Zoomed window:
Scale bar: 5 um. Region (21, 34) to (41, 54) um. Cells in grey, sequential cells in the stronger grey; small squares are vias.
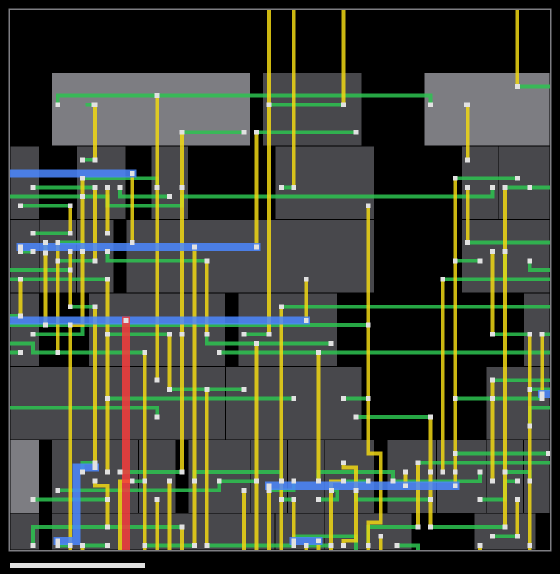
Gate-type map:
Scale bar: 20 um.
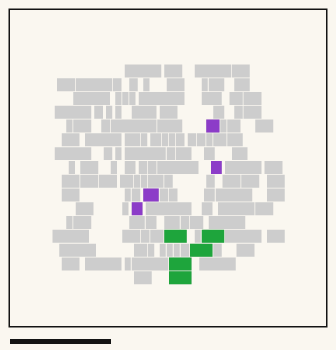
Design bit_op_ctrl, sky130hd; sources not shown.
==> qor.csv <==
metric,value,unit
status,completed,
syn-num-nets,128,
synth_cell_types,36,
p_sw,0.000340,W
utilization,64.3,%
rsz0062_at_grt,false,
seq_power,0.000250,W
cp.depth,7,
ys_ff,17,
min_path_cells,2,
viasPerCell,5.53,
slowest_delay,0.53,ns
synth_top_cell_by_area,dfxtp_1,
num_vias,884,
place.gp.congestion,0.779,
power_leader,combinational cells,
syn_area,966,sq um
period_needed,2.20,ns
cp_top_family,adder cells,
timing_hold_violations_final,0,
cts_tree,done,
dieHeight,62.3,um
ys_seq_share,35.2,%
grt_pass1_vias,811,
synth.top_cell.area_share,35.2,%
crit_path_start_kind,register,
Notes on 'zoomed window' above:
colour	layer
green	M1
yellow	M2
red	M4
blue	M3
sequential cells in the window	2
most frequent	nand2_1 (9), clkdlybuf4s50_1 (3)
cells with their middle in the window	34

Notes on 'gate-type map' above:
colour	family	cells	where
green	fa/ha/maj cells	5	bottom middle
purple	and/or cells	4	middle
final cell count without fillers: 160
Commonest Layout Cell: clkdlybuf4s50_1
logic share of the area: 46.2%

## cell type report
type | count | area, sq um | area share (%)
Clock buffer | 3 | 75.1 | 5.84
Multi-Input combinational cell | 87 | 594 | 46.2
Timing Repair Buffer | 23 | 230 | 17.9
Inverter | 2 | 7.51 | 0.584
Clock inverter | 1 | 5.00 | 0.389
Sequential cell | 17 | 340 | 26.5
Tap cell | 27 | 33.8 | 2.63
## routing by layer
layer,up-vias,global-route usage [%],share of wire (%)
met5,-,0,0
met4,0,2.56,0.84
met3,2,5.38,11
met2,42,17.9,44
met1,397,12.7,44
li1,443,-,-
